$ cat src/rtl/cpu_types_pkg.sv
// Shared CPU types: register selectors, machine words and the hazard-unit
// redirect FSM states.
package cpu_types_pkg;

    localparam int REG_W  = 5;
    localparam int WORD_W = 32;

    typedef logic [REG_W-1:0]  regbits_t;
    typedef logic [WORD_W-1:0] word_t;

    typedef enum logic {
        RUN   = 1'b0,
        FLUSH = 1'b1
    } hz_state_t;

    // Increment that sticks at all ones instead of wrapping.
    function automatic word_t sat_inc(input word_t value);
        return (value == '1) ? value : value + word_t'(1);
    endfunction

endpackage

$ cat src/rtl/sb_entry.sv
// One scoreboard countdown: loads a producer latency, counts down while the
// pipeline advances and freezes while it is stalled on memory.
module sb_entry #(
    parameter int LAT_W = 2
) (
    input  logic             clk,
    input  logic             rst_n,
    input  logic             load_i,
    input  logic [LAT_W-1:0] load_val_i,
    input  logic             hold_i,
    output logic [LAT_W-1:0] cnt_o
);

    logic [LAT_W-1:0] cnt_q;
    logic [LAT_W-1:0] cnt_d;

    // A new producer overrides the countdown of the previous one.
    always_comb begin
        cnt_d = cnt_q;
        if (load_i) begin
            cnt_d = load_val_i;
        end else if (!hold_i && (cnt_q != '0)) begin
            cnt_d = cnt_q - LAT_W'(1);
        end
    end

    always_ff @(posedge clk or negedge rst_n) begin
        if (!rst_n) begin
            cnt_q <= '0;
        end else begin
            cnt_q <= cnt_d;
        end
    end

    assign cnt_o = cnt_q;

endmodule

$ cat src/rtl/scoreboard_hazard_unit.sv
// Register scoreboard for decode: stalls on producers that cannot yet be
// forwarded, selects forwarding stages, and squashes fetch/decode on redirects.
module scoreboard_hazard_unit
    import cpu_types_pkg::*;
#(
    parameter int NREGS     = 32,
    parameter int LAT_W     = 2,
    parameter int FWD_LIMIT = 1,
    parameter int FLUSH_CYC = 1
) (
    input  logic             CLK,
    input  logic             nRST,
    input  logic             issue_en,
    input  regbits_t         issue_wsel,
    input  logic [LAT_W-1:0] issue_lat,
    input  regbits_t         rsel1,
    input  regbits_t         rsel2,
    input  logic             mem_wait,
    input  logic             branch_taken,
    input  logic             jump,
    output logic             hazard,
    output logic             flush,
    output logic [LAT_W-1:0] fwd1_sel,
    output logic [LAT_W-1:0] fwd2_sel,
    output logic [NREGS-1:0] busy_mask,
    output word_t            stall_count
);

    localparam logic [1:0] FLUSH_INIT = 2'(FLUSH_CYC);

    logic [LAT_W-1:0] cnt [NREGS];
    logic             issue_accept;
    logic [LAT_W-1:0] src1_cnt;
    logic [LAT_W-1:0] src2_cnt;
    logic             src1_stall;
    logic             src2_stall;

    hz_state_t        state_q;
    hz_state_t        state_d;
    logic [1:0]       flush_ctr_q;
    logic [1:0]       flush_ctr_d;
    word_t            stall_count_q;
    word_t            stall_count_d;

    assign cnt[0]       = '0;
    assign busy_mask[0] = 1'b0;

    generate
        for (genvar gi = 1; gi < NREGS; gi++) begin : g_entry
            sb_entry #(
                .LAT_W (LAT_W)
            ) u_entry (
                .clk        (CLK),
                .rst_n      (nRST),
                .load_i     (issue_accept && (issue_wsel == regbits_t'(gi))),
                .load_val_i (issue_lat),
                .hold_i     (mem_wait),
                .cnt_o      (cnt[gi])
            );
            assign busy_mask[gi] = (cnt[gi] != '0);
        end
    endgenerate

    // Source lookup always sees the counters before this cycle's update, so
    // an instruction reading its own destination checks the older producer.
    always_comb begin
        src1_cnt = '0;
        src2_cnt = '0;
        if (int'(rsel1) < NREGS) begin
            src1_cnt = cnt[rsel1];
        end
        if (int'(rsel2) < NREGS) begin
            src2_cnt = cnt[rsel2];
        end
    end

    assign src1_stall = (rsel1 != '0) && (int'(src1_cnt) > FWD_LIMIT);
    assign src2_stall = (rsel2 != '0) && (int'(src2_cnt) > FWD_LIMIT);

    assign flush  = (state_q == FLUSH);
    assign hazard = (src1_stall || src2_stall) && !flush;

    assign fwd1_sel = ((rsel1 != '0) && !src1_stall) ? src1_cnt : '0;
    assign fwd2_sel = ((rsel2 != '0) && !src2_stall) ? src2_cnt : '0;

    assign issue_accept = issue_en && !hazard && !mem_wait && !flush &&
                          (issue_wsel != '0);

    // Redirects arriving while already flushing are dropped; the flush window
    // only advances on cycles where the pipeline actually moves.
    always_comb begin
        state_d     = state_q;
        flush_ctr_d = flush_ctr_q;
        case (state_q)
            RUN: begin
                if (branch_taken || jump) begin
                    state_d     = FLUSH;
                    flush_ctr_d = FLUSH_INIT;
                end
            end
            FLUSH: begin
                if (!mem_wait) begin
                    if (flush_ctr_q == 2'd1) begin
                        state_d     = RUN;
                        flush_ctr_d = '0;
                    end else begin
                        flush_ctr_d = flush_ctr_q - 2'd1;
                    end
                end
            end
            default: begin
                state_d     = RUN;
                flush_ctr_d = '0;
            end
        endcase
    end

    always_comb begin
        stall_count_d = stall_count_q;
        if (hazard) begin
            stall_count_d = sat_inc(stall_count_q);
        end
    end

    always_ff @(posedge CLK or negedge nRST) begin
        if (!nRST) begin
            state_q       <= RUN;
            flush_ctr_q   <= '0;
            stall_count_q <= '0;
        end else begin
            state_q       <= state_d;
            flush_ctr_q   <= flush_ctr_d;
            stall_count_q <= stall_count_d;
        end
    end

    assign stall_count = stall_count_q;

endmodule
$ cat config.mk
export PLATFORM = sky130hd
export DESIGN_NAME = scoreboard_hazard_unit
export DESIGN_NICKNAME = d
export VERILOG_FILES = /design/src/rtl/cpu_types_pkg.sv /design/src/rtl/sb_entry.sv /design/src/rtl/scoreboard_hazard_unit.sv
export SDC_FILE = /design/constraint.sdc
export NUM_CORES = 1
export LEC_CHECK = 0
export CAP_MARGIN = 25
export CORE_ASPECT_RATIO = 1.25
export CORE_MARGIN = 3
export CORE_UTILIZATION = 55
export CTS_CLUSTER_DIAMETER = 40
export DETAILED_ROUTE_END_ITERATION = 10
export GPL_TIMING_DRIVEN = 0
export PLACE_DENSITY = 0.8
export SYNTH_ARGS = -nofsm -noshare
export SYNTH_HDL_FRONTEND = slang
export SYNTH_SLANG_ARGS = --single-unit
$ cat constraint.sdc
create_clock -name CLK -period 3 [get_ports CLK]
set_input_delay 0.45 -clock CLK [delete_from_list [all_inputs] [get_ports CLK]]
set_output_delay 0.45 -clock CLK [all_outputs]
set_load 0.01 [all_outputs]
met1.png
Supply wires on this layer in grey.
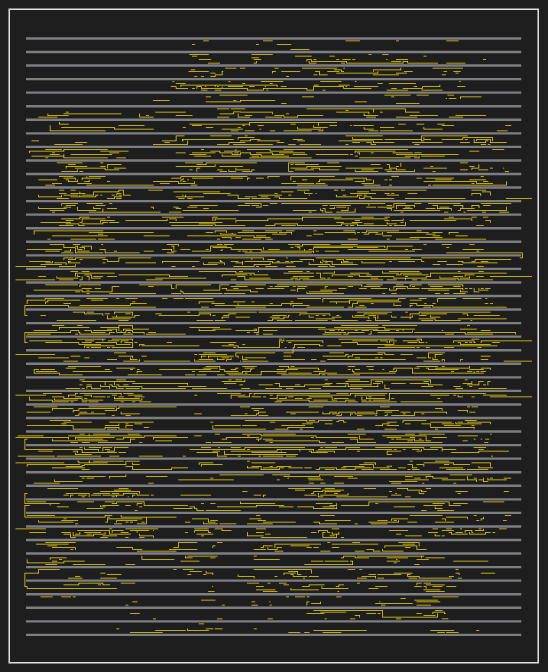
780 nets have wire on it. The wires run mostly horizontal. The longest straight run is 24.8 um. The layer holds 36% of the routed length.

wire_density.png
21 x 26 tiles, from black (low) to pale yellow (high), scaled to the fullest tile. Values are wire area over tile area, all layers added.
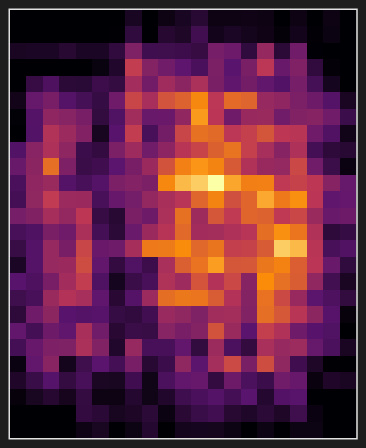
The densest ninth of the die: middle. 11% of the tiles are nearly empty. 17% of the tiles are over half the peak. The emptiest ninth of the die: top left. The fullest tile reaches 0.76.

==> tab_implementation.tex <==
% Table of physical implementation metrics
\begin{tabular}{lr}
\hline
Metric & Value \\
\hline
\multicolumn{2}{l}{\textbf{Synth}} \\
\quad Asr flop ratio synth & 100.0\% \\
\quad Netlist cell types & 47 \\
\quad Count of flip-flops with a built-in enable after synthesis & 0 \\
\quad Largest area contributor in the netlist & sky130\_fd\_sc\_hd\_\_dfrtp\_1 \\
\quad Yosys chip area & 6857 um\^{}2 \\
\quad Compound-cell area share of the yosys netlist & 3.230\% \\
\quad Number of synthesized register bits & 97 \\
\multicolumn{2}{l}{\textbf{Finish}} \\
\quad NumNets Final & 848 \\
\quad Fill cell instance count of the final layout & 887 \\
\quad Post-synthesis to final-layout area growth & 22.10\% \\
\quad Combinational cell area excluding buffers and inverters & 3889 um\^{}2 \\
\quad Sequential cell area & 2427 um\^{}2 \\
\multicolumn{2}{l}{\textbf{Global route}} \\
\quad Wire length of the first global-routing pass & 30220 um \\
\quad Initial antenna violation count & 0 \\
\quad Pin count of the biggest net entering global routing & 72 \\
\multicolumn{2}{l}{\textbf{Setup path}} \\
\quad Setup Crit Path Kind & in2out \\
\quad Arrival time at the worst endpoint & 2490 ps \\
\quad Capture instance of the worst register-to-register path & g\_entry[15].u\_entry.cnt\_o[0] \\
\quad Critical Path Stages & 10 \\
\quad Highest fanout seen on the critical path & 10 \\
\multicolumn{2}{l}{\textbf{Placement}} \\
\quad RD Place Congestion & 0.9418 \\
\quad HPWL reported at the end of detailed placement & 13710 um \\
\quad Post-Place Worst Slack & -954.3 ps \\
\quad I/O Buffers & 83 \\
\quad Number of placed cells counting well taps & 930 \\
\multicolumn{2}{l}{\textbf{Clock network}} \\
\quad Clock insertion delay at the later pin of the skew report & 350 ps \\
\quad Post-CTS clock slew at the launch and capture registers of the worst setup and hold paths & 70 ps \\
\multicolumn{2}{l}{\textbf{Pwr}} \\
\quad Combinational group share of total power & 53.4\% \\
\quad Switching component of the power & 2.698 mW \\
\quad Top power consumer group & combinational logic \\
\quad Total power & 7.249 mW \\
\quad Power consumed by combinational cells & 3.87 mW \\
\multicolumn{2}{l}{\textbf{STA}} \\
\quad Final-layout worst hold slack & 14.97 ps \\
\quad Final Worst Setup Slack & 64.86 ps \\
\quad Max Clock Skew & 6.710 ps \\
\quad Fmax achieved & 340.7 MHz \\
\quad Setup TNS after final layout & 0 ps \\
\quad Max Slew Vio Count & 0 \\
\quad Endpoints failing hold & 0 \\
\quad Total setup violations reported at the end of the flow & 0 \\
\multicolumn{2}{l}{\textbf{Floorplan}} \\
\quad Starting density of the core & 57.66\% \\
\multicolumn{2}{l}{\textbf{Run status}} \\
\quad Violated checks & DRC \\
\quad Run status & complete, but fails checks \\
\multicolumn{2}{l}{\textbf{Drt}} \\
\quad Residual DRC count & 1 \\
\quad Number of optimization iterations in the first detailed-route pass & 8 \\
\hline
\end{tabular}
final_placement.png
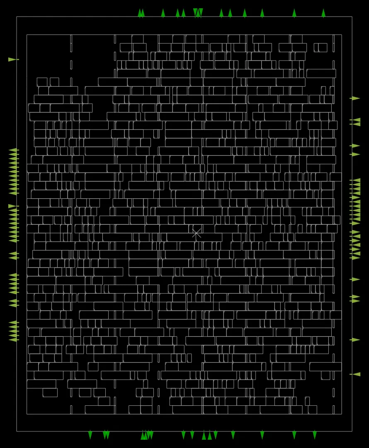
fraction of area in registers: 28.99%
fin cells: 958
core region area: 11890 um^2

==> worst max-delay path by stage <==
stage | start | end | slack, ps
5_1_grt | rsel2[2] | hazard | -3
4_1_cts | rsel1[1] | hazard | 4
6_report | rsel2[2] | hazard | 60
2_1_floorplan | rsel1[0] | fwd1_sel[0] | 210
3_5_place_dp | rsel1[1] | fwd1_sel[0] | -950
3_3_place_gp | nRST | stall_count[24] | -2190
==> metal layers <==
layer | vias up | global-route usage (%) | wire (um)
li1 | 2548 | - | -
met1 | 2792 | 31.02 | 6664
met4 | 0 | 14.94 | 732
met2 | 258 | 51.01 | 9521
met3 | 62 | 5.749 | 1471
met5 | - | 0 | 0
==> layout make-up <==
| class | count | area share, % |
|---|---|---|
| well taps | 161 | 2.406 |
| plain buffers | 37 | 3.004 |
| repair buffers | 96 | 11.31 |
| inverters | 99 | 4.439 |
| multi-input cells | 452 | 46.45 |
| clock buffers | 12 | 3.064 |
| flip-flops and latches | 97 | 28.99 |
| clock inverters | 4 | 0.3288 |
==> cell usage in the layout, fill, tap and decap left out, drive strengths merged, types with 2 or more instances in the layout <==
master and count:
nor3 12, and2 3, nand2b 5, nor4 3, xnor2 62, clkdlybuf4s50 77, nand2 19, and3 20
nand4 14, dlygate4sd2 3, nor2 62, dfrtp 97, a22o 2, conb 3, mux2i 22, clkinv 4
o2111ai 2, nand3 46, mux4 31, buf 31, ha 33, mux2 64, nor2b 5, inv 99
a21oi 20, clkbuf 33, nor3b 7, o21ai 6
==> sequential cells by signal (all words and copies together) (netlist names) <==
register               cells
g_entry.u_entry.cnt_o     62
stall_count               32
flush_ctr_q                2
flush                      1
Power and IR drop assume default switching activity.
